**Cell density map**

11 x 11 tiles, from white (low) to dark blue (high), 0 to 100% covered.
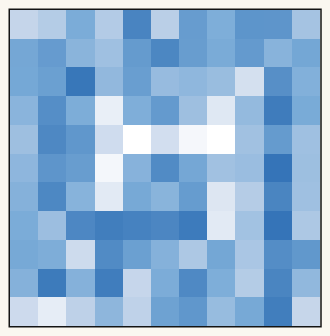
**Cell placement**

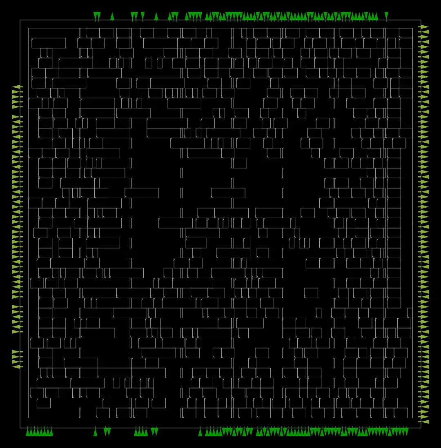
**Placed cells, one colour a class**

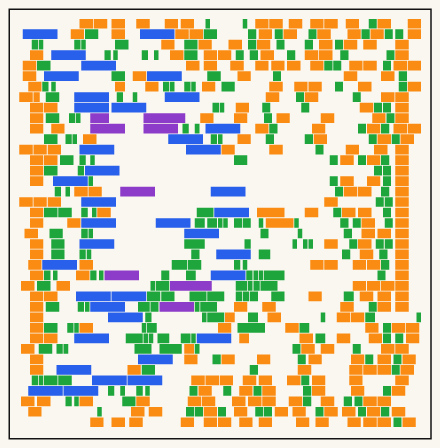
**Metal 3**

Scale bar: 20 µm.
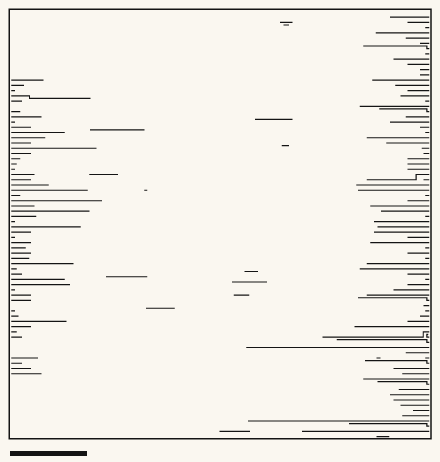
--- src/rtl/mem_arb_pkg.sv ---
// Shared types and helpers for the memory-port arbiter.
//   state_e     : transaction sequencer states
//   owner_e     : which cache currently owns the memory port
//   burst_off_w : number of low address bits covered by one burst
package mem_arb_pkg;

  typedef enum logic [1:0] {
    ST_IDLE = 2'd0,
    ST_REQ  = 2'd1,
    ST_DATA = 2'd2,
    ST_DONE = 2'd3
  } state_e;

  typedef enum logic [1:0] {
    OWN_NONE = 2'd0,
    OWN_IC   = 2'd1,
    OWN_DC   = 2'd2
  } owner_e;

  // Byte-offset width of one whole burst (BURST_LEN beats of DATA_W bits).
  function automatic int burst_off_w(input int burst_len, input int data_w);
    return $clog2(burst_len * data_w / 8);
  endfunction

endpackage

--- src/rtl/arb_prio.sv ---
// Winner selection between icache and dcache plus the starvation counter.
//   clk, rst        : clock, asynchronous active-low reset
//   ic_req, dc_req  : pending requests from the two caches
//   arb_en          : high while the sequencer is idle and arbitrating
//   win_ic, win_dc  : one-hot winner for this cycle (both 0 if nobody asks)
// dcache has fixed priority; once it has won STARVE_MAX times in a row
// while icache was waiting, icache takes the next grant.
module arb_prio #(
  parameter int STARVE_MAX = 4
) (
  input  logic clk,
  input  logic rst,
  input  logic ic_req,
  input  logic dc_req,
  input  logic arb_en,
  output logic win_ic,
  output logic win_dc
);

  localparam int CNT_W = $clog2(STARVE_MAX + 1);

  logic [CNT_W-1:0] starve_q, starve_d;
  logic             starved;

  always_comb begin
    starved  = (starve_q == CNT_W'(STARVE_MAX));
    win_ic   = arb_en && ic_req && (!dc_req || starved);
    win_dc   = arb_en && dc_req && !win_ic;
    starve_d = starve_q;
    if (arb_en) begin
      // Any cycle where icache is not waiting, or where it wins, ends the run.
      if (!ic_req || win_ic) begin
        starve_d = '0;
      end else if (win_dc && !starved) begin
        starve_d = starve_q + 1'b1;
      end
    end
  end

  always_ff @(posedge clk or negedge rst) begin
    if (!rst) begin
      starve_q <= '0;
    end else begin
      starve_q <= starve_d;
    end
  end

endmodule

--- src/rtl/mem_arbiter.sv ---
// Shares one burst memory port between icache refills and dcache
// refills/write-backs, one transaction at a time.
//   ic_*       : icache refill request, grant, read beats, done pulse
//   dc_*       : dcache request (we selects write-back), grant, read beats,
//                write-beat consumed strobe, done pulse
//   mem_*      : memory side: req/ack, burst-aligned address, beats
//   busy       : sequencer is not idle
//   dbg_state  : current sequencer state (state_e encoding)
// Handshake: mem_req stays high from the cycle after arbitration until
// the cycle mem_ack is seen; a beat transfers in any DATA cycle where the
// memory strobe of the latched direction (mem_rvalid for reads, mem_wready
// for writes) is high; the owner sees done for exactly one cycle after
// the last beat.
module mem_arbiter
  import mem_arb_pkg::*;
#(
  parameter int ADDR_W     = 32,
  parameter int DATA_W     = 32,
  parameter int BURST_LEN  = 4,
  parameter int STARVE_MAX = 4
) (
  input  logic              clk,
  input  logic              rst,
  input  logic              ic_req,
  input  logic [ADDR_W-1:0] ic_addr,
  output logic              ic_gnt,
  output logic              ic_rvalid,
  output logic [DATA_W-1:0] ic_rdata,
  output logic              ic_done,
  input  logic              dc_req,
  input  logic              dc_we,
  input  logic [ADDR_W-1:0] dc_addr,
  input  logic [DATA_W-1:0] dc_wdata,
  output logic              dc_wready,
  output logic              dc_gnt,
  output logic              dc_rvalid,
  output logic [DATA_W-1:0] dc_rdata,
  output logic              dc_done,
  output logic              mem_req,
  output logic              mem_we,
  output logic [ADDR_W-1:0] mem_addr,
  input  logic              mem_ack,
  output logic [DATA_W-1:0] mem_wdata,
  input  logic              mem_wready,
  input  logic              mem_rvalid,
  input  logic [DATA_W-1:0] mem_rdata,
  output logic              busy,
  output logic [1:0]        dbg_state
);

  localparam int OFF_W  = burst_off_w(BURST_LEN, DATA_W);
  localparam int BEAT_W = $clog2(BURST_LEN);

  state_e              state_q, state_d;
  owner_e              owner_q, owner_d;
  logic                we_q, we_d;
  logic [ADDR_W-1:0]   addr_q, addr_d;
  logic [BEAT_W-1:0]   beat_q, beat_d;
  logic                arb_en, win_ic, win_dc;
  logic                in_data, rd_beat, wr_beat, beat;

  arb_prio #(.STARVE_MAX(STARVE_MAX)) u_arb_prio (
    .clk    (clk),
    .rst    (rst),
    .ic_req (ic_req),
    .dc_req (dc_req),
    .arb_en (arb_en),
    .win_ic (win_ic),
    .win_dc (win_dc)
  );

  assign arb_en  = (state_q == ST_IDLE);
  assign in_data = (state_q == ST_DATA);
  // Strobes of the wrong direction for the latched burst are ignored.
  assign rd_beat = in_data && !we_q && mem_rvalid;
  assign wr_beat = in_data &&  we_q && mem_wready;
  assign beat    = rd_beat || wr_beat;

  always_comb begin
    state_d = state_q;
    owner_d = owner_q;
    we_d    = we_q;
    addr_d  = addr_q;
    beat_d  = beat_q;
    unique case (state_q)
      ST_IDLE: begin
        if (win_ic) begin
          owner_d = OWN_IC;
          we_d    = 1'b0;
          addr_d  = {ic_addr[ADDR_W-1:OFF_W], {OFF_W{1'b0}}};
          state_d = ST_REQ;
        end else if (win_dc) begin
          owner_d = OWN_DC;
          we_d    = dc_we;
          addr_d  = {dc_addr[ADDR_W-1:OFF_W], {OFF_W{1'b0}}};
          state_d = ST_REQ;
        end
      end
      ST_REQ: begin
        if (mem_ack) begin
          state_d = ST_DATA;
          beat_d  = '0;
        end
      end
      ST_DATA: begin
        if (beat) begin
          if (beat_q == BEAT_W'(BURST_LEN - 1)) begin
            state_d = ST_DONE;
          end
          beat_d = beat_q + 1'b1;
        end
      end
      ST_DONE: begin
        state_d = ST_IDLE;
        owner_d = OWN_NONE;
      end
      default: begin
        state_d = ST_IDLE;
        owner_d = OWN_NONE;
      end
    endcase
  end

  always_ff @(posedge clk or negedge rst) begin
    if (!rst) begin
      state_q <= ST_IDLE;
      owner_q <= OWN_NONE;
      we_q    <= 1'b0;
      addr_q  <= '0;
      beat_q  <= '0;
    end else begin
      state_q <= state_d;
      owner_q <= owner_d;
      we_q    <= we_d;
      addr_q  <= addr_d;
      beat_q  <= beat_d;
    end
  end

  assign busy      = (state_q != ST_IDLE);
  assign dbg_state = state_q;
  assign ic_gnt    = busy && (owner_q == OWN_IC);
  assign dc_gnt    = busy && (owner_q == OWN_DC);
  assign ic_rvalid = rd_beat && (owner_q == OWN_IC);
  assign dc_rvalid = rd_beat && (owner_q == OWN_DC);
  assign ic_rdata  = ic_rvalid ? mem_rdata : '0;
  assign dc_rdata  = dc_rvalid ? mem_rdata : '0;
  // we_q is only ever set for a dcache owner.
  assign dc_wready = wr_beat;
  assign mem_wdata = (in_data && we_q) ? dc_wdata : '0;
  assign ic_done   = (state_q == ST_DONE) && (owner_q == OWN_IC);
  assign dc_done   = (state_q == ST_DONE) && (owner_q == OWN_DC);
  assign mem_req   = (state_q == ST_REQ);
  assign mem_we    = we_q;
  assign mem_addr  = addr_q;

endmodule

--- config.mk ---
export PLATFORM = sky130hd
export DESIGN_NAME = mem_arbiter
export DESIGN_NICKNAME = d
export VERILOG_FILES = /design/src/rtl/mem_arb_pkg.sv /design/src/rtl/arb_prio.sv /design/src/rtl/mem_arbiter.sv
export SDC_FILE = /design/constraint.sdc
export NUM_CORES = 1
export LEC_CHECK = 0
export CORE_AREA = 2 2 107 109
export CTS_CLUSTER_DIAMETER = 150
export DETAILED_ROUTE_END_ITERATION = 10
export DIE_AREA = 0 0 109 111
export PLACE_DENSITY_LB_ADDON = 0.05
export SLEW_MARGIN = 20
export SYNTH_ARGS = -nofsm -noshare
export SYNTH_HDL_FRONTEND = slang
export SYNTH_SLANG_ARGS = --single-unit
--- constraint.sdc ---
create_clock -name clk -period 4.6 [get_ports clk]
set_clock_uncertainty 0.2 [all_clocks]
set_input_delay 1.15 -clock clk [delete_from_list [all_inputs] [get_ports clk]]
set_output_delay 1.15 -clock clk [all_outputs]
set_load 0.005 [all_outputs]
==> results_dict.tcl <==
# metrics dict for downstream scripts
set metrics [dict create \
    setup-tns-final_ps 0 \
    r2r.worst_path.cells 6 \
    final-hold-violation-count 0 \
    antenna_found_initial 1 \
    routed_wirelength_mm 10.1 \
    cp-end-kind "primary output" \
    share_of_the_core_filled_with_cells_pct 51.0 \
    worst_skew_pair.late_latency_ps 280 \
    dr_total_vias 3042 \
    gr-total-overflow 0 \
    tritoncts "done" \
    critPathArrivalTime_ps 2840 \
    power_per_cell_area_nw_per_um2 415 \
    layout-drive-gt1-share_pct 5.33 \
    grt_pass1_wl_mm 15.7 \
    hold_path_end "mem_addr[13]$_DFFE_PN0P_" \
    hold_buffers 0 \
    crit_cells 6 \
    die_width_um 109 \
    post_cts_resized 0 \
    ant_nets 0 \
    worst_path_dominant_cell_family "buffers and inverters" \
    timing.critical_path.mode_cell "clkdlybuf4s50_1" \
    postLayoutSetupSlackWorst_ps 412 \
    worst_hold_path_type "reg -> reg" \
    die_height_um 111 \
    crit_required_ps 3250 \
    total_power_mw 2.34 \
    ys_top_cells_by_area "dfrtp_1 (35%), and2_1 (15%), mux2i_1 (11%)" \
    clk_pin_slew_worst_paths_ps 50 \
    hold-worst-slack_ps 275 \
    num_antenna_cells 0 \
    fin_area_um2 5640 \
    yosys_area_um2 2700 \
    worstPathMaxFanout 33 \
    max_stage_delay_ps 550 \
    dp_hpwl_mm 8.24 \
    wl_per_cell_um 14.3 \
    finalCritPeriodShare_pct 91.0 \
    leak_pwr_nw 2.57 \
    hp-start "mem_addr[13]$_DFFE_PN0P_" \
    dp_cells 698 \
    synth_warnings 0 \
    grt_usage_pct 16.1 \
    yosys_cells 311 \
    synthesis.area_um2 2700 \
    drt-pass1-iter-count 4 \
    grt_setup_unrepaired "no" \
    timing.final.setup_violations 0 \
    grt_start_max_net_pins 59 \
    detail_route.iter0.violations 125 \
    finalMaxSlewViolations 0 \
    placed_area_um2 5450 \
    maxClockFrequency_mhz 239 \
    port-buffer-count 263 \
    critical_path_startpoint_category "input pin" \
    cts_buffers 5 \
    worst-setup-path-type "in -> out" \
    ys_ff 38 \
    clk_root_buffer_cell "clkbuf_16" \
    r2r-start "dbg_state[0]$_DFFE_PN0P_" \
    syn_avg_cell_area_um2 8.68 \
    drv.max_cap_violation_count 0 \
    synth_cell_types 36 \
    grt_pass1_vias 2991 \
    worstPathBufferInverterCount 3 \
    nNetsFinal 706 \
    post_cts_buffers 0 \
    design.portCount 276 \
    die_area_um2 12100 \
    slew_headroom_pct 43.3 \
    instance_tally_after_logic_synthesis 311 \
    run_status "finished, final reports clean" \
]
## Picture notes: 'cell density map'
- mean over tiles: 45%
- nearly empty tiles: 1.7%
- emptiest ninth of the die: middle

## Picture notes: 'cell placement'
standard cell core area: 11,100 µm²
number of rows in the core area: 39
number of fillers in the final layout: 1,071
count of sequential standard cells: 38

## Picture notes: 'placed cells, one colour a class'
- blue: sequential cells (cells 38)
- purple: clock drivers and dummy loads (cells 8)
- orange: remaining buffers and delay cells (cells 269)
- green: remaining logic cells (cells 248)

## Picture notes: 'metal 3'
- longest straight run: 47.2 µm
- wire length on this layer: 1,230 µm
- nets with wire on the layer: 139
- main direction: horizontal

-- cell usage after synthesis --
library cell,instances
nor3b_1,1
conb_1,1
o311ai_0,1
nor2_1,6
and3_1,30
nor3_2,1
mux2_4,2
buf_2,5
and3_2,4
o2bb2ai_1,1
a21oi_1,1
buf_4,9
nor2b_1,1
o21ai_1,2
a21oi_2,1
inv_1,9
dfrtp_1,38
nand2_1,34
o21ai_0,30
buf_6,1
a21bo_2,1
o31ai_1,4
nand3_1,2
or2_2,1
mux2i_1,30
ha_1,8
nand3_2,1
nand3b_4,1
and2_1,64
nand2b_1,3
o32ai_1,1
nor2_2,1
o32a_2,1
a21o_1,1
nor3_1,1
clkbuf_1,13
-- state kept, by name, indices dropped and copies added (netlist names) --
signal,cells
mem_we,1
mem_addr,28
dbg_state,2
beat_q,2
u_arb_prio.starve_q,3
owner_q,2
-- tightest hold or removal path, cell delays in order, from the launching register on --
cell and delay [ps]:
dfrtp_1 340, nand2_1 40, o21ai_0 60
-- routing by layer --
layer  wire [µm]  global-route usage, %  up-vias
li1            -                      -     1535
met1        3680                   17.3     1342
met2        5070                   29.3      150
met3        1230                   6.11       13
met4         127                   3.59        2
met5          13                      0        -
-- layout make-up --
class                           instances  area [µm²]  area share, %
Tap cell                              143         179           3.17
Timing Repair Buffer                  269        2700           47.8
Sequential cell                        38         951           16.8
Clock inverter                          2        60.1           1.06
Inverter                                9        33.8          0.599
Clock buffer                            6         139           2.46
Multi-Input combinational cell        239        1580           28.1
-- power breakdown --
part,internal [mW],switching [mW]
logic,0.744,0.554
registers,0.495,0.0915
clock network,0.325,0.130
-- logic make-up after synthesis --
kind of cell / synth area share (%)
adder cells (fa/ha/maj): 3.71
other: 0.139
AND-OR/OR-AND: 9.60
AND/OR/NAND/NOR: 32.2
multiplexers: 12.2
buffers and inverters: 6.91
flip-flops: 35.2
-- how the worst max path moves through the flow --
stage | end | start | slack, ps
CTS | dc_rdata[23] | mem_rvalid | 390
detailed placement | dc_rdata[23] | mem_rvalid | 390
global placement | dc_rdata[23] | mem_rvalid | 400
finish | dc_rdata[3] | mem_rvalid | 410
global route | dc_rdata[16] | mem_rvalid | 290
floorplan | dc_rdata[10] | mem_rvalid | 1470
Power figures rest on the tool's default switching activity, not on a simulated workload.
